$ cat src/rtl/rx_credit_ctrl.sv
// Receive-side flow control for the SpaceWire RX buffer: tracks buffer occupancy and
// credit granted to the far end, and requests an FCT whenever another 8-char credit fits.
//
//   state    | meaning
//   ---------|------------------------------------------------------------
//   DISABLED | link down; credit forced to 0, no FCT requests
//   IDLE     | link up; waiting until buffer space allows another credit
//   REQUEST  | fct_request high until TX reports the FCT was sent
module rx_credit_ctrl #(
  parameter int FIFO_DEPTH = 64,
  parameter int ADDR_WIDTH = 6,
  parameter int MAX_CREDIT = 56
) (
  input  logic                  negedge_clk,
  input  logic                  rx_reset,
  input  logic                  link_enable,
  input  logic                  rx_buffer_write,
  input  logic                  rx_buffer_read,
  input  logic                  fct_sent,
  output logic                  fct_request,
  output logic [5:0]            credit_outstanding,
  output logic [ADDR_WIDTH:0]   fifo_used,
  output logic                  rx_buffer_full,
  output logic                  rx_buffer_empty,
  output logic                  credit_error
);

  typedef enum logic [1:0] {
    ST_DISABLED,
    ST_IDLE,
    ST_REQUEST
  } state_t;

  state_t state, state_nxt;

  logic [15:0]         free_space;
  logic [15:0]         credit_plus8;
  logic                eligible;
  logic                grant;
  logic                overflow;
  logic                credit_dec;
  logic                error_nxt;
  logic [ADDR_WIDTH:0] fifo_nxt;
  logic [6:0]          credit_sum;
  logic [5:0]          credit_nxt;

  assign rx_buffer_full  = (fifo_used == (ADDR_WIDTH+1)'(FIFO_DEPTH));
  assign rx_buffer_empty = (fifo_used == '0);

  // Eligibility looks only at registered occupancy and credit.
  assign free_space   = 16'(FIFO_DEPTH) - 16'(fifo_used);
  assign credit_plus8 = 16'(credit_outstanding) + 16'd8;
  assign eligible     = (free_space >= credit_plus8) && (credit_plus8 <= 16'(MAX_CREDIT));

  always_ff @(posedge negedge_clk) begin
    if (rx_reset) begin
      state <= ST_DISABLED;
    end else begin
      state <= state_nxt;
    end
  end

  always_comb begin
    state_nxt   = state;
    fct_request = 1'b0;
    unique case (state)
      ST_DISABLED: begin
        if (link_enable) state_nxt = ST_IDLE;
      end
      ST_IDLE: begin
        if (eligible) state_nxt = ST_REQUEST;
      end
      ST_REQUEST: begin
        fct_request = 1'b1;
        if (fct_sent) state_nxt = ST_IDLE;
      end
      default: state_nxt = ST_DISABLED;
    endcase
    if (!link_enable) state_nxt = ST_DISABLED;
  end

  always_comb begin
    grant      = (state == ST_REQUEST) && fct_sent && link_enable;
    // A simultaneous read frees the slot first, so a write into a full buffer is only
    // an overflow when no read accompanies it.
    overflow   = rx_buffer_write && rx_buffer_full && !rx_buffer_read;
    credit_dec = rx_buffer_write && (credit_outstanding != 6'd0) && !overflow;
    error_nxt  = overflow
               || (rx_buffer_write && (credit_outstanding == 6'd0))
               || (rx_buffer_write && !link_enable);

    fifo_nxt = fifo_used;
    if (rx_buffer_write && !rx_buffer_read && !rx_buffer_full) begin
      fifo_nxt = fifo_used + 1'b1;
    end else if (rx_buffer_read && !rx_buffer_write && !rx_buffer_empty) begin
      fifo_nxt = fifo_used - 1'b1;
    end

    credit_sum = {1'b0, credit_outstanding}
               + (grant ? 7'd8 : 7'd0)
               - (credit_dec ? 7'd1 : 7'd0);
    if (credit_sum > 7'(MAX_CREDIT)) begin
      credit_sum = 7'(MAX_CREDIT);
    end
    credit_nxt = credit_sum[5:0];
    if (!link_enable || (state == ST_DISABLED)) begin
      credit_nxt = 6'd0;
    end
  end

  always_ff @(posedge negedge_clk) begin
    if (rx_reset) begin
      fifo_used          <= '0;
      credit_outstanding <= 6'd0;
      credit_error       <= 1'b0;
    end else begin
      fifo_used          <= fifo_nxt;
      credit_outstanding <= credit_nxt;
      credit_error       <= error_nxt;
    end
  end

endmodule

$ cat config.mk
export PLATFORM = sky130hd
export DESIGN_NAME = rx_credit_ctrl
export DESIGN_NICKNAME = d
export VERILOG_FILES = /design/src/rtl/rx_credit_ctrl.sv
export SDC_FILE = /design/constraint.sdc
export NUM_CORES = 1
export LEC_CHECK = 0
export CAP_MARGIN = 20
export CORE_MARGIN = 3
export CORE_UTILIZATION = 40
export CTS_BUF_LIST = sky130_fd_sc_hd__clkbuf_8
export DETAILED_ROUTE_END_ITERATION = 12
export PLACE_DENSITY = 0.63
export SYNTH_ARGS = -nofsm -noshare
export SYNTH_HDL_FRONTEND = slang
export SYNTH_SLANG_ARGS = --single-unit
$ cat constraint.sdc
create_clock -name negedge_clk -period 3.7 [get_ports negedge_clk]
set_input_delay 0.555 -clock negedge_clk [delete_from_list [all_inputs] [get_ports negedge_clk]]
set_output_delay 0.555 -clock negedge_clk [all_outputs]
set_load 0.01 [all_outputs]
**The metal 2 layer**

Cells faint in the background.
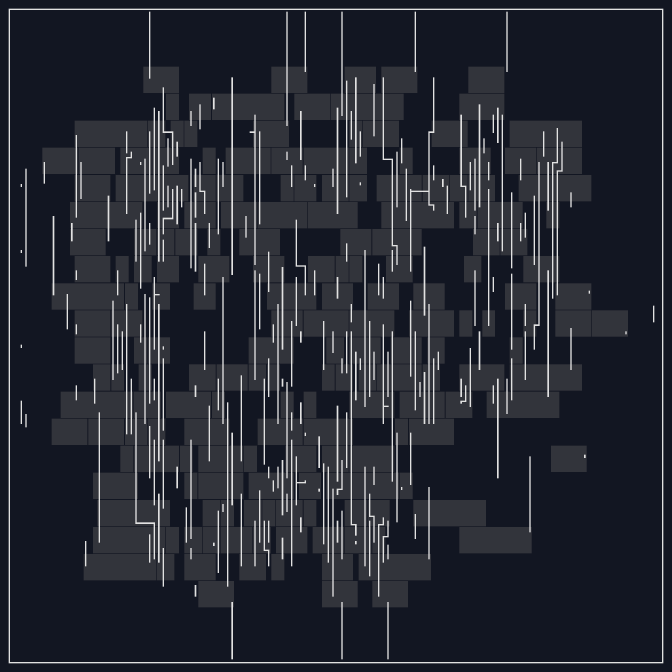
nets with wire on the layer: 182
share of all routed wire: 43%
longest straight run: 19.7 um
main direction: vertical
wire length on this layer: 1300 um
met2 GRT Util: 24.9%
total number of vias: 1203

**Clock network drawn from the DEF**

Scale bar: 20 um.
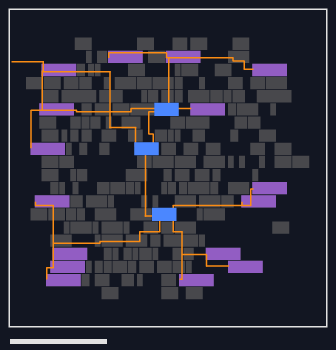
legend:
  flip-flops:
    color: purple
    count: 16
  clock wires:
    color: orange
    length: 267 um
  clock drivers:
    color: blue
    count: 3
routed clock nets: 4
flops lie: spread over the die
Final Skew: 0.00332 ns
P_clk: 0.161 mW
Clk pwr share: 12.6%

-- cell type report --
cell class	count	area share [%]
clock buffers	4	3.16
inverters	18	3.95
multi-input cells	128	58.7
flip-flops and latches	16	18.4
well taps	44	3.16
repair buffers	22	12.6
-- registers in the layout, summed over array words and instances, names as in the netlist --
name / flops
credit_error: 1
state: 2
fifo_used: 7
credit_outstanding: 6
-- stage by stage --
stage               std cells  power, mW  hold WS [ns]
floorplan                 163      0.887         0.517
global placement          228       1.10         0.538
detailed placement        228       1.12         0.566
CTS                       232       1.29         0.578
global route              232       1.41         0.623
finish                    232       1.27         0.574
-- Yosys cell counts, types with 3 or more instances --
master / instances / area [sq um]
nor2b_1: 3 / 18.8
ha_1: 23 / 288
inv_1: 17 / 63.8
nor3b_1: 3 / 22.5
nand3_1: 3 / 15.0
mux2i_1: 3 / 30.0
a21oi_1: 9 / 45.0
a21o_1: 5 / 37.5
a211oi_1: 3 / 22.5
nor3_1: 4 / 20.0
dfxtp_1: 16 / 320
o21ai_0: 6 / 30.0
nand2_1: 9 / 33.8
xnor2_1: 11 / 96.3
nor2_1: 11 / 41.3
xor2_1: 4 / 35.0
-- per-layer routing --
layer,track usage [%],vias up,routed length [um]
li1,-,628,-
met1,22.1,542,1570
met2,24.9,27,1300
met3,1.71,6,102
met4,4.66,0,44
met5,0,-,0
-- path summary, 6_finish.rpt --
path / endpoint / slack (ns) / start / cells after the start
worst max-delay path: credit_outstanding[0] / 0.29 / fifo_used[0] / 16
worst min-delay path: state[1] / 0.57 / state[1] / 2
worst max register to register: credit_outstanding[0] / 0.29 / fifo_used[0] / 16
worst min register to register: state[1] / 0.57 / state[1] / 2
-- where the power goes --
group          internal (mW)  switching [mW]
Clock                 0.0945          0.0661
Sequential             0.211          0.0727
Combinational          0.421           0.408
Total                  0.727           0.547
==> impl_metrics.py <==
# Generated from Yosys and OpenROAD reports
metrics = {
    "clock_network": {
        "numCtsBuffers": 3,
        "cts_buffer_depth": 2,
        "cts_setup_buffers": 0,
        "htreeDepth": 1,
        "cts_tree": "yes",
        "clock_latency_ns": 0.25,
        "cts-root-buf": "clkbuf_8",
    },
    "placement": {
        "io_buffers": 22,
        "gp_congestion": 0.813,
        "place_ws_ns": 0.318,
    },
    "floorplan": {
        "fp-utilization_pct": 44.2,
        "die_y_um": 65.5,
        "rows": 20,
        "die-area_sq_mm": 0.00429,
        "ioPinCount": 23,
        "die_w_um": 65.5,
        "coreArea_sq_mm": 0.00320,
    },
    "synthesis": {
        "synthMuxAreaShare_pct": 2.12,
        "synth_area_sq_mm": 0.00142,
        "synthAoiAreaFrac_pct": 18.8,
        "postSynthSeqShare_pct": 22.6,
        "yosys_warnings": 0,
        "synth.distinct_cells": 41,
        "syn_area_per_cell_sq_um": 8.68,
        "synth-main-ff-cell": "dfxtp_1",
        "synth_nets": 194,
        "synth_stat.cells": 163,
        "ys_sh_adder_pct": 23.2,
        "simple_gate_area_share_pct": 18.8,
        "synth_async_sr_flop_share_pct": 0,
        "top_logic_kind": "adder cells",
        "numSynthFlops": 16,
    },
    "finish": {
        "lay_top_cells": "23 x ha_1, 22 x clkdlybuf4s50_1, 17 x inv_1",
        "logic_area_sq_mm": 0.00102,
        "layout_top_cell": "ha_1",
        "n_antenna_cell": 0,
        "nets": 220,
        "final_util_pct": 54.4,
        "drive_above_1_share_pct": 5.85,
    },
    "worst_setup_path": {
        "cp_common_cell": "ha_1",
        "critPathCaptureType": "flop",
        "cp_data_arrival_time_ns": 3.56,
        "crit_fanout": 7,
        "cp.required_ns": 3.85,
        "cp_cell_sequence": "inv_1, ha_1, or4b_4, nor2_4, nand2_2, a2bb2oi_1, and2_1, ha_1, inv_1, ha_1, fa_1, a21o_1, a21oi_1, xnor2_1, o31a_1, and3b_1",
        "start_kind": "flop",
        "critPathMaxStageDelay_ns": 0.48,
        "worst_path_max_delay_cell": "dfxtp_1",
        "worstSetupPathType": "reg -> reg",
    },
    "detailed_routing": {
        "viasPerCell": 5.19,
        "drc": 0,
        "first_pass_iters": 4,
        "drt-initial-drc-count": 65,
    },
    "global_routing": {
        "antenna_found_initial": 0,
        "grt_start_max_net_pins": 10,
    },
    "min_path": {
        "hold_path.class": "reg -> reg",
    },
    "timing": {
        "tightestPinTransition_ns": 0.457,
        "period_used_pct": 92.2,
        "max_slew_margin_pct": 69.2,
        "rsz0062_at_grt": "false",
        "slew_violations": 0,
        "max_freq_mhz": 293,
        "setup-tns-final_ns": 0,
        "setup_viol": 0,
        "setup_ws_ns": 0.288,
    },
    "outcome": {
        "status": "finished clean",
    },
    "power": {
        "power.density_mw_per_mm2": 732,
        "p_leak_nw": 0.715,
    },
    "job": {
        "maxCapViolations": 0,
    },
}
Power figures rest on the tool's default switching activity, not on a simulated workload.
